**Selected gate families**

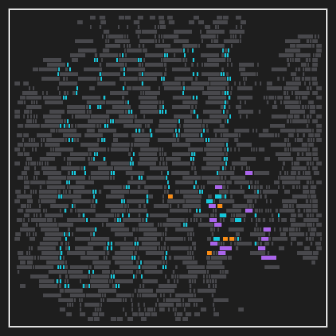
**Close-up of the layout**

The bar under the picture is 10 um long. Region (33, 33) to (58, 58) um. Cells in gray, sequential cells in the stronger gray; small squares are vias.
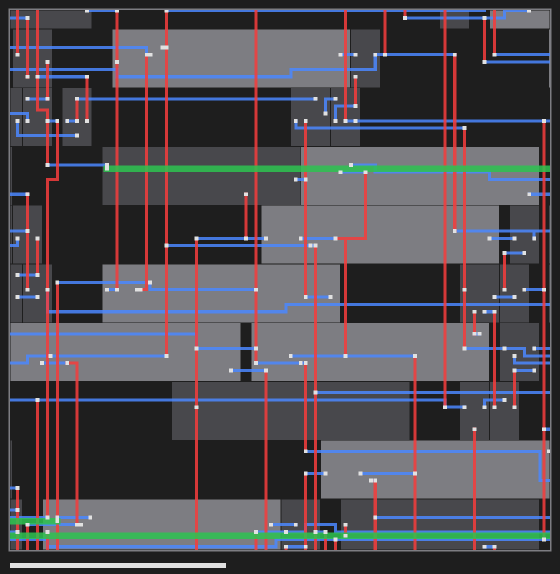
**Track usage over the die**

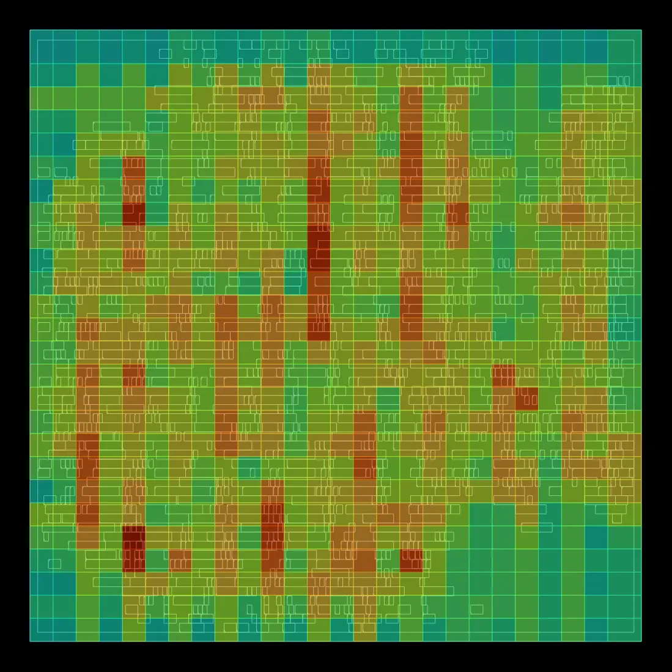
**Where the registers sit**

The bar under the picture is 50 um long.
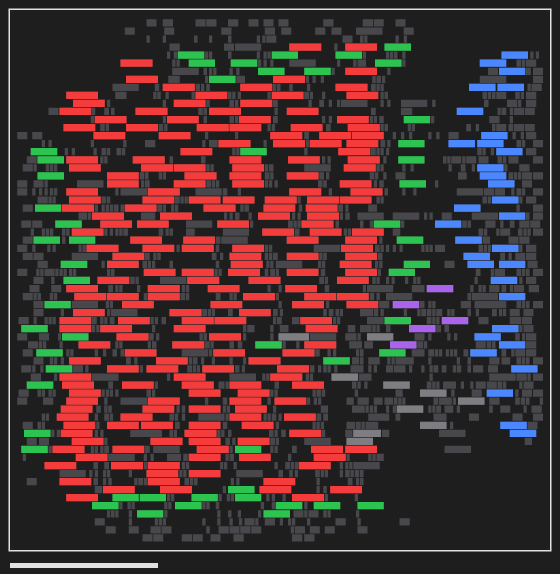
## src/rtl/matmul_apb_initiator_if.sv

```systemverilog
// Command, response and APB signal bundle for the matmul APB initiator.
// The initiator uses the master modport; the command source, response sink and APB target use slave.
interface matmul_apb_initiator_if #(
  parameter int BUS_WIDTH  = 32,
  parameter int ADDR_WIDTH = 16
);
  localparam int STRB_W = BUS_WIDTH / 8;

  logic                  cmd_valid_i;
  logic                  cmd_ready_o;
  logic                  cmd_write_i;
  logic [ADDR_WIDTH-1:0] cmd_addr_i;
  logic [BUS_WIDTH-1:0]  cmd_wdata_i;
  logic [STRB_W-1:0]     cmd_strb_i;

  logic                  rsp_valid_o;
  logic                  rsp_ready_i;
  logic [BUS_WIDTH-1:0]  rsp_rdata_o;
  logic                  rsp_err_o;

  logic                  psel_o;
  logic                  penable_o;
  logic                  pwrite_o;
  logic [ADDR_WIDTH-1:0] paddr_o;
  logic [BUS_WIDTH-1:0]  pwdata_o;
  logic [STRB_W-1:0]     pstrb_o;
  logic                  pready_i;
  logic                  pslverr_i;
  logic [BUS_WIDTH-1:0]  prdata_i;

  logic                  busy_o;

  modport master (
    input  cmd_valid_i, cmd_write_i, cmd_addr_i, cmd_wdata_i, cmd_strb_i,
    input  rsp_ready_i, pready_i, pslverr_i, prdata_i,
    output cmd_ready_o, rsp_valid_o, rsp_rdata_o, rsp_err_o,
    output psel_o, penable_o, pwrite_o, paddr_o, pwdata_o, pstrb_o, busy_o
  );

  modport slave (
    output cmd_valid_i, cmd_write_i, cmd_addr_i, cmd_wdata_i, cmd_strb_i,
    output rsp_ready_i, pready_i, pslverr_i, prdata_i,
    input  cmd_ready_o, rsp_valid_o, rsp_rdata_o, rsp_err_o,
    input  psel_o, penable_o, pwrite_o, paddr_o, pwdata_o, pstrb_o, busy_o
  );
endinterface

```

## src/rtl/matmul_apb_initiator.sv

```systemverilog
// APB initiator: buffers read/write commands in a small FIFO and runs each one
// as a single SETUP/ACCESS transfer, returning data and error on a response handshake.
module matmul_apb_initiator #(
  parameter int BUS_WIDTH   = 32,
  parameter int ADDR_WIDTH  = 16,
  parameter int CMD_DEPTH   = 4,
  parameter int TIMEOUT_CYC = 16
) (
  input logic                     clk_i,
  input logic                     rst_ni,
  matmul_apb_initiator_if.master  bus
);
  localparam int STRB_W = BUS_WIDTH / 8;
  localparam int PTR_W  = $clog2(CMD_DEPTH);
  localparam int CNT_W  = PTR_W + 1;
  localparam int TMO_W  = $clog2(TIMEOUT_CYC + 1);

  typedef struct packed {
    logic                  write;
    logic [ADDR_WIDTH-1:0] addr;
    logic [BUS_WIDTH-1:0]  wdata;
    logic [STRB_W-1:0]     strb;
  } cmd_t;

  typedef enum logic [1:0] {IDLE, SETUP, ACCESS, RESP} state_e;

  cmd_t                 fifo_mem_q [CMD_DEPTH];
  logic [PTR_W-1:0]     wr_ptr_q, wr_ptr_d, rd_ptr_q, rd_ptr_d;
  logic [CNT_W-1:0]     count_q, count_d;
  state_e               state_q, state_d;
  cmd_t                 xfer_q, xfer_d;
  logic [TMO_W-1:0]     tmo_q, tmo_d;
  logic [BUS_WIDTH-1:0] rsp_rdata_q, rsp_rdata_d;
  logic                 rsp_err_q, rsp_err_d;

  logic full, empty, push, pop;
  cmd_t cmd_in, head;

  assign full   = (count_q == CNT_W'(CMD_DEPTH));
  assign empty  = (count_q == '0);
  assign push   = bus.cmd_valid_i && !full;
  assign cmd_in = '{write: bus.cmd_write_i, addr: bus.cmd_addr_i,
                    wdata: bus.cmd_wdata_i, strb: bus.cmd_strb_i};
  assign head   = fifo_mem_q[rd_ptr_q];

  // NOTE: every variable gets a default before the case so no path leaves it unassigned (no latches).
  always_comb begin
    state_d     = state_q;
    xfer_d      = xfer_q;
    tmo_d       = tmo_q;
    rsp_rdata_d = rsp_rdata_q;
    rsp_err_d   = rsp_err_q;
    pop         = 1'b0;

    unique case (state_q)
      IDLE:   pop = !empty;
      SETUP: begin
        state_d = ACCESS;
        tmo_d   = '0;
      end
      ACCESS: begin
        if (bus.pready_i) begin
          rsp_err_d   = bus.pslverr_i;
          rsp_rdata_d = (!xfer_q.write && !bus.pslverr_i) ? bus.prdata_i : '0;
          state_d     = RESP;
        end else if (tmo_q == TMO_W'(TIMEOUT_CYC - 1)) begin
          rsp_err_d   = 1'b1;
          rsp_rdata_d = '0;
          state_d     = RESP;
        end else begin
          tmo_d = tmo_q + 1'b1;
        end
      end
      RESP: begin
        if (bus.rsp_ready_i) begin
          state_d = IDLE;
          pop     = !empty;
        end
      end
      default: state_d = IDLE;
    endcase

    // Popping always launches a transfer; read strobes are zeroed once here.
    if (pop) begin
      xfer_d  = head;
      state_d = SETUP;
      if (!head.write) xfer_d.strb = '0;
    end
  end

  always_comb begin
    wr_ptr_d = push ? wr_ptr_q + 1'b1 : wr_ptr_q;
    rd_ptr_d = pop  ? rd_ptr_q + 1'b1 : rd_ptr_q;
    count_d  = count_q + CNT_W'(push) - CNT_W'(pop);
  end

  // NOTE: asynchronous active-low reset; all state flops use non-blocking assignments.
  always_ff @(posedge clk_i or negedge rst_ni) begin
    if (!rst_ni) begin
      state_q     <= IDLE;
      wr_ptr_q    <= '0;
      rd_ptr_q    <= '0;
      count_q     <= '0;
      xfer_q      <= '0;
      tmo_q       <= '0;
      rsp_rdata_q <= '0;
      rsp_err_q   <= 1'b0;
    end else begin
      state_q     <= state_d;
      wr_ptr_q    <= wr_ptr_d;
      rd_ptr_q    <= rd_ptr_d;
      count_q     <= count_d;
      xfer_q      <= xfer_d;
      tmo_q       <= tmo_d;
      rsp_rdata_q <= rsp_rdata_d;
      rsp_err_q   <= rsp_err_d;
    end
  end

  // NOTE: FIFO storage is not reset; the occupancy count alone decides which entries are valid.
  always_ff @(posedge clk_i) begin
    if (push) fifo_mem_q[wr_ptr_q] <= cmd_in;
  end

  logic sel;
  assign sel = (state_q == SETUP) || (state_q == ACCESS);

  assign bus.psel_o      = sel;
  assign bus.penable_o   = (state_q == ACCESS);
  assign bus.pwrite_o    = sel && xfer_q.write;
  assign bus.paddr_o     = sel ? xfer_q.addr  : '0;
  assign bus.pwdata_o    = sel ? xfer_q.wdata : '0;
  assign bus.pstrb_o     = sel ? xfer_q.strb  : '0;

  assign bus.cmd_ready_o = !full;
  assign bus.rsp_valid_o = (state_q == RESP);
  assign bus.rsp_rdata_o = rsp_rdata_q;
  assign bus.rsp_err_o   = rsp_err_q;
  assign bus.busy_o      = !empty || (state_q != IDLE);

endmodule

```

## src/flat_wrapper.sv

```systemverilog
// flat-port wrapper written by rule: the top's interface ports become plain ports
module matmul_apb_initiator_flat 
#(
  parameter int BUS_WIDTH   = 32,
  parameter int ADDR_WIDTH  = 16,
  parameter int CMD_DEPTH   = 4,
  parameter int TIMEOUT_CYC = 16
)
  (clk_i, rst_ni, bus_cmd_valid_i, bus_cmd_write_i, bus_cmd_addr_i, bus_cmd_wdata_i, bus_cmd_strb_i, bus_rsp_ready_i, bus_pready_i, bus_pslverr_i, bus_prdata_i, bus_cmd_ready_o, bus_rsp_valid_o, bus_rsp_rdata_o, bus_rsp_err_o, bus_psel_o, bus_penable_o, bus_pwrite_o, bus_paddr_o, bus_pwdata_o, bus_pstrb_o, bus_busy_o);
  matmul_apb_initiator_if #(.BUS_WIDTH(BUS_WIDTH), .ADDR_WIDTH(ADDR_WIDTH)) bus_i ();
  input logic clk_i;
  input logic rst_ni;
  input wire logic [$bits(bus_i.cmd_valid_i)-1:0] bus_cmd_valid_i;
  input wire logic [$bits(bus_i.cmd_write_i)-1:0] bus_cmd_write_i;
  input wire logic [$bits(bus_i.cmd_addr_i)-1:0] bus_cmd_addr_i;
  input wire logic [$bits(bus_i.cmd_wdata_i)-1:0] bus_cmd_wdata_i;
  input wire logic [$bits(bus_i.cmd_strb_i)-1:0] bus_cmd_strb_i;
  input wire logic [$bits(bus_i.rsp_ready_i)-1:0] bus_rsp_ready_i;
  input wire logic [$bits(bus_i.pready_i)-1:0] bus_pready_i;
  input wire logic [$bits(bus_i.pslverr_i)-1:0] bus_pslverr_i;
  input wire logic [$bits(bus_i.prdata_i)-1:0] bus_prdata_i;
  output wire logic [$bits(bus_i.cmd_ready_o)-1:0] bus_cmd_ready_o;
  output wire logic [$bits(bus_i.rsp_valid_o)-1:0] bus_rsp_valid_o;
  output wire logic [$bits(bus_i.rsp_rdata_o)-1:0] bus_rsp_rdata_o;
  output wire logic [$bits(bus_i.rsp_err_o)-1:0] bus_rsp_err_o;
  output wire logic [$bits(bus_i.psel_o)-1:0] bus_psel_o;
  output wire logic [$bits(bus_i.penable_o)-1:0] bus_penable_o;
  output wire logic [$bits(bus_i.pwrite_o)-1:0] bus_pwrite_o;
  output wire logic [$bits(bus_i.paddr_o)-1:0] bus_paddr_o;
  output wire logic [$bits(bus_i.pwdata_o)-1:0] bus_pwdata_o;
  output wire logic [$bits(bus_i.pstrb_o)-1:0] bus_pstrb_o;
  output wire logic [$bits(bus_i.busy_o)-1:0] bus_busy_o;
  assign bus_i.cmd_valid_i = bus_cmd_valid_i;
  assign bus_i.cmd_write_i = bus_cmd_write_i;
  assign bus_i.cmd_addr_i = bus_cmd_addr_i;
  assign bus_i.cmd_wdata_i = bus_cmd_wdata_i;
  assign bus_i.cmd_strb_i = bus_cmd_strb_i;
  assign bus_i.rsp_ready_i = bus_rsp_ready_i;
  assign bus_i.pready_i = bus_pready_i;
  assign bus_i.pslverr_i = bus_pslverr_i;
  assign bus_i.prdata_i = bus_prdata_i;
  assign bus_cmd_ready_o = bus_i.cmd_ready_o;
  assign bus_rsp_valid_o = bus_i.rsp_valid_o;
  assign bus_rsp_rdata_o = bus_i.rsp_rdata_o;
  assign bus_rsp_err_o = bus_i.rsp_err_o;
  assign bus_psel_o = bus_i.psel_o;
  assign bus_penable_o = bus_i.penable_o;
  assign bus_pwrite_o = bus_i.pwrite_o;
  assign bus_paddr_o = bus_i.paddr_o;
  assign bus_pwdata_o = bus_i.pwdata_o;
  assign bus_pstrb_o = bus_i.pstrb_o;
  assign bus_busy_o = bus_i.busy_o;
  matmul_apb_initiator #(.BUS_WIDTH(BUS_WIDTH), .ADDR_WIDTH(ADDR_WIDTH), .CMD_DEPTH(CMD_DEPTH), .TIMEOUT_CYC(TIMEOUT_CYC)) u_core (.clk_i(clk_i), .rst_ni(rst_ni), .bus(bus_i));
endmodule
```

## config.mk

```make
export PLATFORM = sky130hd
export DESIGN_NAME = matmul_apb_initiator_flat
export DESIGN_NICKNAME = d
export VERILOG_FILES = /design/src/rtl/matmul_apb_initiator_if.sv /design/src/rtl/matmul_apb_initiator.sv /design/src/flat_wrapper.sv
export SDC_FILE = /design/constraint.sdc
export NUM_CORES = 1
export LEC_CHECK = 0
export ABC_AREA = 1
export CAP_MARGIN = 20
export CORE_MARGIN = 2
export CORE_UTILIZATION = 40
export CTS_CLUSTER_DIAMETER = 40
export CTS_CLUSTER_SIZE = 28
export DETAILED_ROUTE_END_ITERATION = 10
export GPL_ROUTABILITY_DRIVEN = 0
export SKIP_CTS_REPAIR_TIMING = 1
export SLEW_MARGIN = 20
export SYNTH_ARGS = -nofsm -noshare
export SYNTH_HDL_FRONTEND = slang
export SYNTH_SLANG_ARGS = --single-unit
```

## constraint.sdc

```tcl
create_clock -name clk_i -period 7.65 [get_ports clk_i]
set_input_delay 2.295 -clock clk_i [delete_from_list [all_inputs] [get_ports clk_i]]
set_output_delay 2.295 -clock clk_i [all_outputs]
set_load 0.005 [all_outputs]
```

==> flow_summary.html <==
<h3>Run summary</h3>
<table>
<tr><th>Metric</th><th>Value</th></tr>
<tr><th colspan="2">Final layout</th></tr>
<tr><td>Area growth, synth to finish</td><td>27.4%</td></tr>
<tr><td>Antenna diode count</td><td>0</td></tr>
<tr><td>Area used by multi-input combinational logic</td><td>3130 um^2</td></tr>
<tr><td>Filler cell count in the final layout</td><td>2,815</td></tr>
<tr><td>Share of layout cells above drive strength 1</td><td>0.0657</td></tr>
<tr><td>Most frequent standard cell in the layout excluding fill and tap cells</td><td>sky130_fd_sc_hd__nand2_1</td></tr>
<tr><th colspan="2">Drt</th></tr>
<tr><td>Final Routed Wirelength</td><td>28.2 mm</td></tr>
<tr><td>DRC marker count from the first detailed-route iteration</td><td>around 660</td></tr>
<tr><td>Total via count after detailed routing</td><td>about 8,500</td></tr>
<tr><th colspan="2">Job</th></tr>
<tr><td>Max-capacitance violation count</td><td>0</td></tr>
<tr><td>Tool Warnings</td><td>34</td></tr>
<tr><th colspan="2">Yosys</th></tr>
<tr><td>Most frequently used cell type in the post-synthesis netlist</td><td>sky130_fd_sc_hd__nand2_1</td></tr>
<tr><td>EDFF count, synth</td><td>212</td></tr>
<tr><td>Leading area contributor after synthesis</td><td>sky130_fd_sc_hd__edfxtp_1</td></tr>
<tr><td>Share of synthesized area occupied by flip-flops and latches</td><td>0.695</td></tr>
<tr><td>Flip-flop cell with the highest count after synthesis</td><td>sky130_fd_sc_hd__edfxtp_1</td></tr>
<tr><td>Proportion of synthesized flip-flops having asynchronous set or reset</td><td>0.321</td></tr>
<tr><th colspan="2">Timing</th></tr>
<tr><td>Final Max Slew Viols</td><td>0</td></tr>
<tr><td>Max_slew headroom</td><td>0.302</td></tr>
<tr><td>Clock Skew</td><td>0.0124 ns</td></tr>
<tr><td>Worst-Margin Slew</td><td>roughly 1.0 ns</td></tr>
<tr><td>Total setup violations reported at the end of the flow</td><td>0</td></tr>
<tr><th colspan="2">Place</th></tr>
<tr><td>HPWL after detailed placement</td><td>15.8 mm</td></tr>
<tr><th colspan="2">Power and ir drop</th></tr>
<tr><td>Maximum VDD drop</td><td>0.209 mV</td></tr>
<tr><td>Leakage</td><td>7.03 nW</td></tr>
<tr><th colspan="2">Worst setup path</th></tr>
<tr><td>Data required time of the critical path</td><td>~5.4 ns</td></tr>
<tr><td>Sort of element at the start of the critical path</td><td>flop</td></tr>
<tr><td>Crit path arrival time</td><td>2.47 ns</td></tr>
<tr><th colspan="2">Global routing</th></tr>
<tr><td>Number of antenna violations at the first check in global routing</td><td>0</td></tr>
<tr><td>Total grt overflow</td><td>0</td></tr>
<tr><th colspan="2">Floorplanning</th></tr>
<tr><td>Core box area</td><td>31,500 um^2</td></tr>
<tr><td>Number of top-level pins</td><td>182</td></tr>
<tr><th colspan="2">Outcome</th></tr>
<tr><td>Status</td><td>finished clean</td></tr>
<tr><th colspan="2">Clocking</th></tr>
<tr><td>Clock Tree Buf Depth</td><td>3</td></tr>
<tr><td>CTS clk-pin slew, worst paths</td><td>0.05 ns</td></tr>
<tr><th colspan="2">Worst hold path</th></tr>
<tr><td>Hold/Removal Path Class</td><td>reg -&gt; reg</td></tr>
</table>
About 'selected gate families':
Orange is XOR/XNOR gates, cells 5, most used xor2_1. Cyan is NOR gates, cells 203, most used nor2_1. Purple is adder and majority cells, cells 13, most used ha_1.

About 'close-up of the layout':
Green is met3. Blue is met1. Red is met2.
Most frequent: edfxtp_1 (8), nor2_1 (6), nand2_1 (4). Netlist names of flops here include u_core.fifo_mem_q (8). 26 logic cells have their middle in the window. Sequential cells in the window: 8.

About 'track usage over the die':
highest-utilization routing layer at the global route stage: met2
final core area utilization: 0.516
met2 usage: 0.278
met3 capacity usage during global routing: 0.0327

About 'where the registers sit':
Blue is u_core.bus.rsp_rdata_o, flops 32. Purple is u_core.tmo_q, flops 5, where right middle. Red is u_core.fifo_mem_q, flops 212. Green is u_core.xfer_q, flops 53, where widely spread.
Another 10 sequential cells are not colored.
Flop+latch power: 2.53 mW
sequential share of cell area: 0.546
combined flip-flop and latch cell area: 8870 um^2

## layer usage
| layer | vias to the layer above | wire (um) | track usage |
|---|---|---|---|
| li1 | 4265 | - | - |
| met1 | 4004 | 13000 | 0.238 |
| met2 | 245 | 12900 | 0.278 |
| met3 | 34 | 1810 | 0.0327 |
| met4 | 0 | 379 | 0.0400 |
| met5 | - | 0 | 0 |
## flip-flops by register name, summed over array words and instances, names as in the netlist
| signal | cells |
|---|---|
| u_core.tmo_q | 5 |
| u_core.bus.rsp_rdata_o | 32 |
| u_core.state_q | 2 |
| u_core.xfer_q | 53 |
| u_core.rd_ptr_q | 2 |
| u_core.fifo_mem_q | 212 |
| u_core.bus.rsp_err_o | 1 |
| u_core.wr_ptr_q | 2 |
| u_core.count_q | 3 |
## layout make-up
type	count	share of cell area
tap	402	0.0310
multi-input combinational	721	0.193
clock buffer	49	0.0676
timing repair buffer	191	0.116
clock inverter	29	0.0163
sequential	312	0.546
inverter	128	0.0297
## worst max-delay path, stage by stage, from the launching register on
cell and delay (ns):
sky130_fd_sc_hd__dfrtp_1 0.39, sky130_fd_sc_hd__inv_1 0.11, sky130_fd_sc_hd__ha_4 0.68, sky130_fd_sc_hd__nand2_1 0.14
sky130_fd_sc_hd__inv_1 0.10, sky130_fd_sc_hd__clkdlybuf4s50_1 0.53
## power breakdown
group / total [mW] / internal (mW) / switching (mW) / leakage, nW
clock network: 1.85 / 1.12 / 0.737 / 0.663
logic: 2.42 / 0.993 / 1.43 / 3.15
registers: 2.53 / 2.32 / 0.210 / 3.22
total: 6.80 / 4.43 / 2.38 / 7.03
## path summary, 6_finish.rpt
check	from	end	slack [ns]	cells after the start
max in group asynchronous	rst_ni	u_core.rd_ptr_q[0]	4.63	2
max reg2reg	u_core.state_q[0]	u_core.count_q[2]	4.24	13
min reg2reg	u_core.bus.rsp_err_o	u_core.bus.rsp_err_o	0.47	2
min in group asynchronous	rst_ni	u_core.bus.rsp_rdata_o[19]	1.81	1
max	u_core.state_q[0]	bus_pwdata_o[28]	2.89	5
min	u_core.bus.rsp_err_o	u_core.bus.rsp_err_o	0.47	2
## per-stage QoR
step	worst slack, ns	std cells	hold slack, ns	instance area, um^2	power (mW)
after floorplan	2.53	1219	0.449	12800	4.01
after detailed placement	2.52	1753	0.465	14900	5.03
after global routing	2.70	1832	0.495	16200	7.32
after CTS	2.82	1831	0.480	16200	6.91
final	2.89	1832	0.471	16200	6.80
after global placement	2.55	1753	0.458	14900	4.99
## kinds of logic after synthesis
family / Yosys count / share of synthesized area
compound gates: 137 / 0.0539
xor+xnor: 5 / 0.00343
fa+ha+maj: 13 / 0.0133
buf+inv: 186 / 0.0633
flops: 312 / 0.695
mux: 1 / 0.000785
simple gates: 565 / 0.170
Power is estimated from default activity; no workload was simulated.
